Where the registers sit:
Scale: 3 px per um. Other sequential cells in the stronger grey, the rest of the logic in the fainter grey.
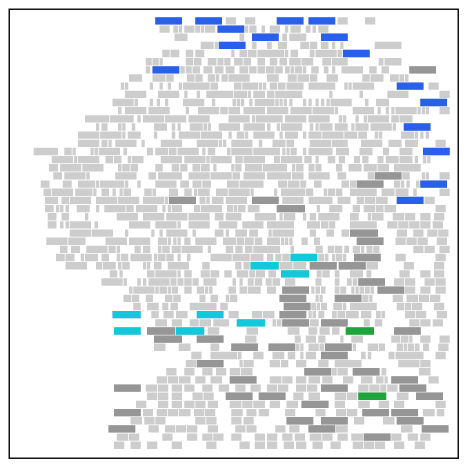
Gate families picked out:
Scale: 2 px per um.
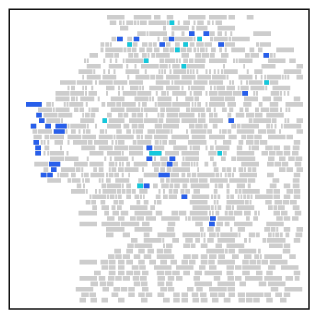
Metal 1:
Scale: 2 px per um.
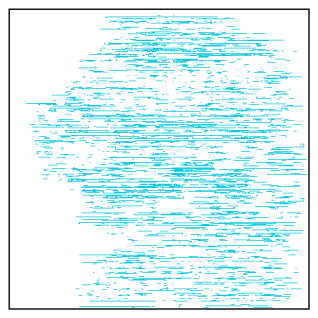
Track usage over the die:
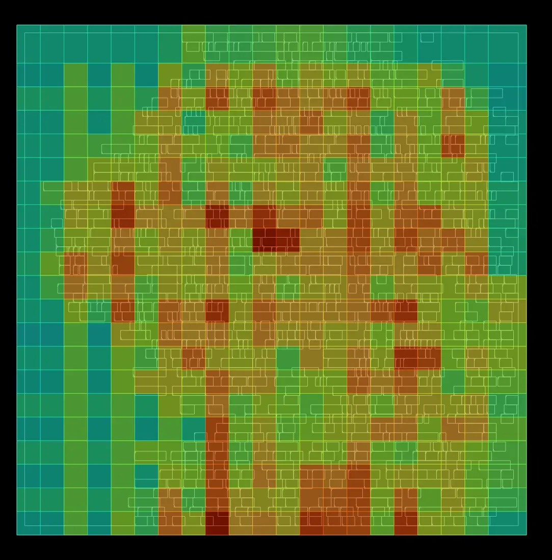
`config.mk`:
```
export PLATFORM = sky130hd
export DESIGN_NAME = sqrt_mag_sched_flat
export DESIGN_NICKNAME = d
export VERILOG_FILES = /design/src/rtl/sqrt_mag_sched_if.sv /design/src/rtl/sqrt_mag_sched.sv /design/src/flat_wrapper.sv
export SDC_FILE = /design/constraint.sdc
export NUM_CORES = 1
export LEC_CHECK = 0
export ABC_CLOCK_PERIOD_IN_PS = 5000
export CORE_MARGIN = 2
export CORE_UTILIZATION = 38
export CTS_CLUSTER_SIZE = 40
export DETAILED_ROUTE_END_ITERATION = 10
export PLACE_DENSITY = 0.64
export REMOVE_ABC_BUFFERS = 1
export SYNTH_ARGS = -nofsm -noshare
export SYNTH_HDL_FRONTEND = slang
export SYNTH_SLANG_ARGS = --single-unit
```
`constraint.sdc`:
```
create_clock -name clk -period 5 [get_ports clk]
set_input_delay 1 -clock clk [delete_from_list [all_inputs] [get_ports clk]]
set_output_delay 1 -clock clk [all_outputs]
set_load 0.02 [all_outputs]
```
`src/rtl/sqrt_mag_sched_if.sv`:
```
// Request, sqrt-core and magnitude-result signals for the sqrt magnitude scheduler.
interface sqrt_mag_sched_if #(
  parameter int unsigned NCH = 4
);
  localparam int unsigned CHW = $clog2(NCH);

  logic [NCH-1:0]   req_valid;
  logic [NCH-1:0]   req_ready;
  logic [NCH*8-1:0] req_i;
  logic [NCH*8-1:0] req_q;

  logic             sqrt_en;
  logic [15:0]      sqrt_din;
  logic             sqrt_valid;
  logic [7:0]       sqrt_out;
  logic [15:0]      sqrt_remain;

  logic             mag_valid;
  logic             mag_ready;
  logic [7:0]       mag_out;
  logic [15:0]      mag_rem;
  logic [CHW-1:0]   mag_ch;

  // Scheduler side
  modport master (
    input  req_valid, req_i, req_q, sqrt_valid, sqrt_out, sqrt_remain, mag_ready,
    output req_ready, sqrt_en, sqrt_din, mag_valid, mag_out, mag_rem, mag_ch
  );

  // Requesters, sqrt core and consumer side
  modport slave (
    output req_valid, req_i, req_q, sqrt_valid, sqrt_out, sqrt_remain, mag_ready,
    input  req_ready, sqrt_en, sqrt_din, mag_valid, mag_out, mag_rem, mag_ch
  );
endinterface

```
`src/rtl/sqrt_mag_sched.sv`:
```
// Round-robin scheduler sharing one iterative sqrt core among NCH I/Q requesters.
// One job in flight at a time; a new sqrt_en would restart the core.
module sqrt_mag_sched #(
  parameter int unsigned NCH     = 4,
  parameter int unsigned TIMEOUT = 15
) (
  input  logic             clk,
  input  logic             rst_n,
  sqrt_mag_sched_if.master bus,
  output logic             busy,
  output logic             timeout_err
);

  localparam int unsigned CHW = $clog2(NCH);
  localparam int unsigned TW  = 8;

  typedef enum logic [1:0] {
    S_IDLE  = 2'd0,
    S_SQR   = 2'd1,
    S_ISSUE = 2'd2,
    S_WAIT  = 2'd3
  } state_t;

  state_t            state;
  state_t            state_nxt;
  logic [CHW-1:0]    rr_ptr;
  logic [CHW-1:0]    job_ch;
  logic signed [7:0] i_lat;
  logic signed [7:0] q_lat;
  logic [TW-1:0]     timer;

  logic              gnt_any;
  logic [CHW-1:0]    gnt_idx;
  logic [CHW-1:0]    cand;
  logic              slot_free_c;
  logic              grant_c;
  logic              done_c;
  logic              expire_c;
  logic [NCH-1:0]    req_ready_c;
  logic signed [15:0] i_ext;
  logic signed [15:0] q_ext;
  logic [15:0]       i_sq;
  logic [15:0]       q_sq;
  logic [15:0]       sq_sum_c;

  assign bus.req_ready = req_ready_c;

  // First requesting channel strictly after rr_ptr, circularly
  always_comb begin
    gnt_any = 1'b0;
    gnt_idx = '0;
    cand    = '0;
    for (int unsigned k = 1; k <= NCH; k++) begin
      cand = CHW'((32'(rr_ptr) + k) % NCH);
      if (!gnt_any && bus.req_valid[cand]) begin
        gnt_any = 1'b1;
        gnt_idx = cand;
      end
    end
  end

  // I^2 + Q^2 of the latched sample; max 32768 so 16 bits never overflow
  always_comb begin
    i_ext    = 16'(i_lat);
    q_ext    = 16'(q_lat);
    i_sq     = i_ext * i_ext;
    q_sq     = q_ext * q_ext;
    sq_sum_c = i_sq + q_sq;
  end

  // State register
  always_ff @(posedge clk or negedge rst_n) begin
    if (!rst_n) begin
      state <= S_IDLE;
    end else begin
      state <= state_nxt;
    end
  end

  // Next-state logic
  always_comb begin
    state_nxt = state;
    case (state)
      S_IDLE:  if (grant_c) state_nxt = S_SQR;
      S_SQR:   state_nxt = S_ISSUE;
      S_ISSUE: state_nxt = S_WAIT;
      S_WAIT:  if (done_c || expire_c) state_nxt = S_IDLE;
      default: state_nxt = S_IDLE;
    endcase
  end

  // Grant, completion and abandon strobes; req_ready is held low during reset
  always_comb begin
    slot_free_c = !bus.mag_valid || bus.mag_ready;
    grant_c     = 1'b0;
    done_c      = 1'b0;
    expire_c    = 1'b0;
    req_ready_c = '0;
    case (state)
      S_IDLE: begin
        grant_c = rst_n && slot_free_c && gnt_any;
        if (grant_c) req_ready_c = NCH'(1) << gnt_idx;
      end
      S_WAIT: begin
        done_c   = bus.sqrt_valid;
        expire_c = !bus.sqrt_valid && (timer == TW'(TIMEOUT - 1));
      end
      default: ;
    endcase
  end

  // Job capture, core interface, result slot and round-robin pointer
  always_ff @(posedge clk or negedge rst_n) begin
    if (!rst_n) begin
      rr_ptr        <= CHW'(NCH - 1);
      job_ch        <= '0;
      i_lat         <= '0;
      q_lat         <= '0;
      timer         <= '0;
      bus.sqrt_en   <= 1'b0;
      bus.sqrt_din  <= '0;
      bus.mag_valid <= 1'b0;
      bus.mag_out   <= '0;
      bus.mag_rem   <= '0;
      bus.mag_ch    <= '0;
      busy          <= 1'b0;
      timeout_err   <= 1'b0;
    end else begin
      bus.sqrt_en <= (state == S_SQR);
      busy        <= (state_nxt != S_IDLE);
      timeout_err <= expire_c;

      if (grant_c) begin
        job_ch <= gnt_idx;
        i_lat  <= bus.req_i[{gnt_idx, 3'b000} +: 8];
        q_lat  <= bus.req_q[{gnt_idx, 3'b000} +: 8];
      end

      if (state == S_SQR) bus.sqrt_din <= sq_sum_c;

      if (state == S_ISSUE) begin
        timer <= '0;
      end else if (state == S_WAIT) begin
        timer <= timer + TW'(1);
      end

      if (done_c) begin
        bus.mag_valid <= 1'b1;
        bus.mag_out   <= bus.sqrt_out;
        bus.mag_rem   <= bus.sqrt_remain;
        bus.mag_ch    <= job_ch;
      end else if (bus.mag_valid && bus.mag_ready) begin
        bus.mag_valid <= 1'b0;
      end

      if (done_c || expire_c) rr_ptr <= job_ch;
    end
  end

endmodule
```
`src/flat_wrapper.sv`:
```
// flat-port wrapper written by rule: the top's interface ports become plain ports
module sqrt_mag_sched_flat 
#(
  parameter int unsigned NCH     = 4,
  parameter int unsigned TIMEOUT = 15
)
  (clk, rst_n, busy, timeout_err, bus_req_valid, bus_req_i, bus_req_q, bus_sqrt_valid, bus_sqrt_out, bus_sqrt_remain, bus_mag_ready, bus_req_ready, bus_sqrt_en, bus_sqrt_din, bus_mag_valid, bus_mag_out, bus_mag_rem, bus_mag_ch);
  sqrt_mag_sched_if #(.NCH(NCH)) bus_i ();
  input  logic clk;
  input  logic rst_n;
  output logic busy;
  output logic timeout_err;
  input wire logic [$bits(bus_i.req_valid)-1:0] bus_req_valid;
  input wire logic [$bits(bus_i.req_i)-1:0] bus_req_i;
  input wire logic [$bits(bus_i.req_q)-1:0] bus_req_q;
  input wire logic [$bits(bus_i.sqrt_valid)-1:0] bus_sqrt_valid;
  input wire logic [$bits(bus_i.sqrt_out)-1:0] bus_sqrt_out;
  input wire logic [$bits(bus_i.sqrt_remain)-1:0] bus_sqrt_remain;
  input wire logic [$bits(bus_i.mag_ready)-1:0] bus_mag_ready;
  output wire logic [$bits(bus_i.req_ready)-1:0] bus_req_ready;
  output wire logic [$bits(bus_i.sqrt_en)-1:0] bus_sqrt_en;
  output wire logic [$bits(bus_i.sqrt_din)-1:0] bus_sqrt_din;
  output wire logic [$bits(bus_i.mag_valid)-1:0] bus_mag_valid;
  output wire logic [$bits(bus_i.mag_out)-1:0] bus_mag_out;
  output wire logic [$bits(bus_i.mag_rem)-1:0] bus_mag_rem;
  output wire logic [$bits(bus_i.mag_ch)-1:0] bus_mag_ch;
  assign bus_i.req_valid = bus_req_valid;
  assign bus_i.req_i = bus_req_i;
  assign bus_i.req_q = bus_req_q;
  assign bus_i.sqrt_valid = bus_sqrt_valid;
  assign bus_i.sqrt_out = bus_sqrt_out;
  assign bus_i.sqrt_remain = bus_sqrt_remain;
  assign bus_i.mag_ready = bus_mag_ready;
  assign bus_req_ready = bus_i.req_ready;
  assign bus_sqrt_en = bus_i.sqrt_en;
  assign bus_sqrt_din = bus_i.sqrt_din;
  assign bus_mag_valid = bus_i.mag_valid;
  assign bus_mag_out = bus_i.mag_out;
  assign bus_mag_rem = bus_i.mag_rem;
  assign bus_mag_ch = bus_i.mag_ch;
  sqrt_mag_sched #(.NCH(NCH), .TIMEOUT(TIMEOUT)) u_core (.clk(clk), .rst_n(rst_n), .bus(bus_i), .busy(busy), .timeout_err(timeout_err));
endmodule
```
==> run_results.csv <==
group,metric,value,unit
outcome,status,"complete, but fails checks",
outcome,violations,"negative setup slack",
synthesis,synthesis.instances,772,
worst_setup_path,cp_top_family,"adder cells",
synthesis,yosysChipArea,8010,sq um
worst_setup_path,required,5.28,ns
sta,setup_viol,7,
sta,fin_ws,-0.238,ns
cts,clk_pin_slew,0.07,ns
worst_setup_path,path_depth,17,
sta,fin_skew,0.00945,ns
floorplanning,die_h,149,um
hold_path,hold_class,"input pin to async pin",
placement,placedCellCount,1275,
grt,grt_pass1_vias,6644,
worst_setup_path,crit_path_start_kind,"flop",
synthesis,top_cells_by_area,"fa_1 28%, dfrtp_1 23%, ha_1 8.8%",
cts,cts_tree,"yes",
synthesis,yosysTopAreaCellShare,0.280,
job,max_cap_violations,0,
sta,finalCritPeriodShare,1.05,
synthesis,syn_area_per_cell,10.4,sq um
worst_setup_path,r2r.worst_path.cells,17,
synthesis,ys_ff,76,
synthesis,ys_sh_mux,0.120,
worst_setup_path,path_class,"flop to flop",
floorplanning,core,20800,sq um
grt,overflow,0,
route,met3_length,551,um
route,routed.top_layer,"met4",
placement,hpwl,15700,um
cts,h-tree-depth,3,
synthesis,edf_count,0,
worst_setup_path,worstReg2RegStart,"u_core.q_lat[7]",
synthesis,yosysMostFrequentCell,"inv_1",
synthesis,yosys_most_used_dff,"dfrtp_1",
Notes on 'where the registers sit' above:
- u_core.bus.sqrt_din: blue (flops 16)
- u_core.rr_ptr: green (flops 2)
- u_core.q_lat: cyan (flops 8)
- not coloured: 50

Notes on 'gate families picked out' above:
- xor and xnor cells: blue (cells 33; most used xnor2_1)
- non-inverting ao/oa cells: cyan (cells 12; where top middle)
non-filler instance count after layout: 1302
most used logic cell in the final layout: clkdlybuf4s50_1
combinational share of cell area: 0.513

Notes on 'metal 1' above:
- nets with wire on the layer: 1157
- share of all routed wire: 43%
- wire length on this layer: 8480 um

Notes on 'track usage over the die' above:
Final Util: 0.544
WL/cell: 15.1 um
GR Layer Usage met1: 0.241
busiest grt layer: met2
routing usage on met3: 0.0263

==> timing repair <==
action,CTS,global route
endpoints found under the setup margin,8,8
pin swaps,43,46
resized,72,58
buffers inserted,4,7
==> logic make-up (layout without fill, tap and decap cells) <==
group / Yosys count / after routing
multiplexers: 91 / 91
XOR/XNOR: 33 / 33
flip-flops: 76 / 76
adder cells (fa/ha/maj): 168 / 168
AND-OR/OR-AND: 66 / 66
AND/OR/NAND/NOR: 165 / 165
buffers and inverters: 173 / 428
==> final cells by class <==
cell class	count	area [sq um]	share of cell area
clock buffers	9	225	0.0199
multi-input cells	523	5810	0.513
flip-flops and latches	76	1920	0.169
repair buffers	264	2390	0.211
well taps	275	344	0.0304
inverters	148	563	0.0497
clock inverters	7	73.8	0.00652
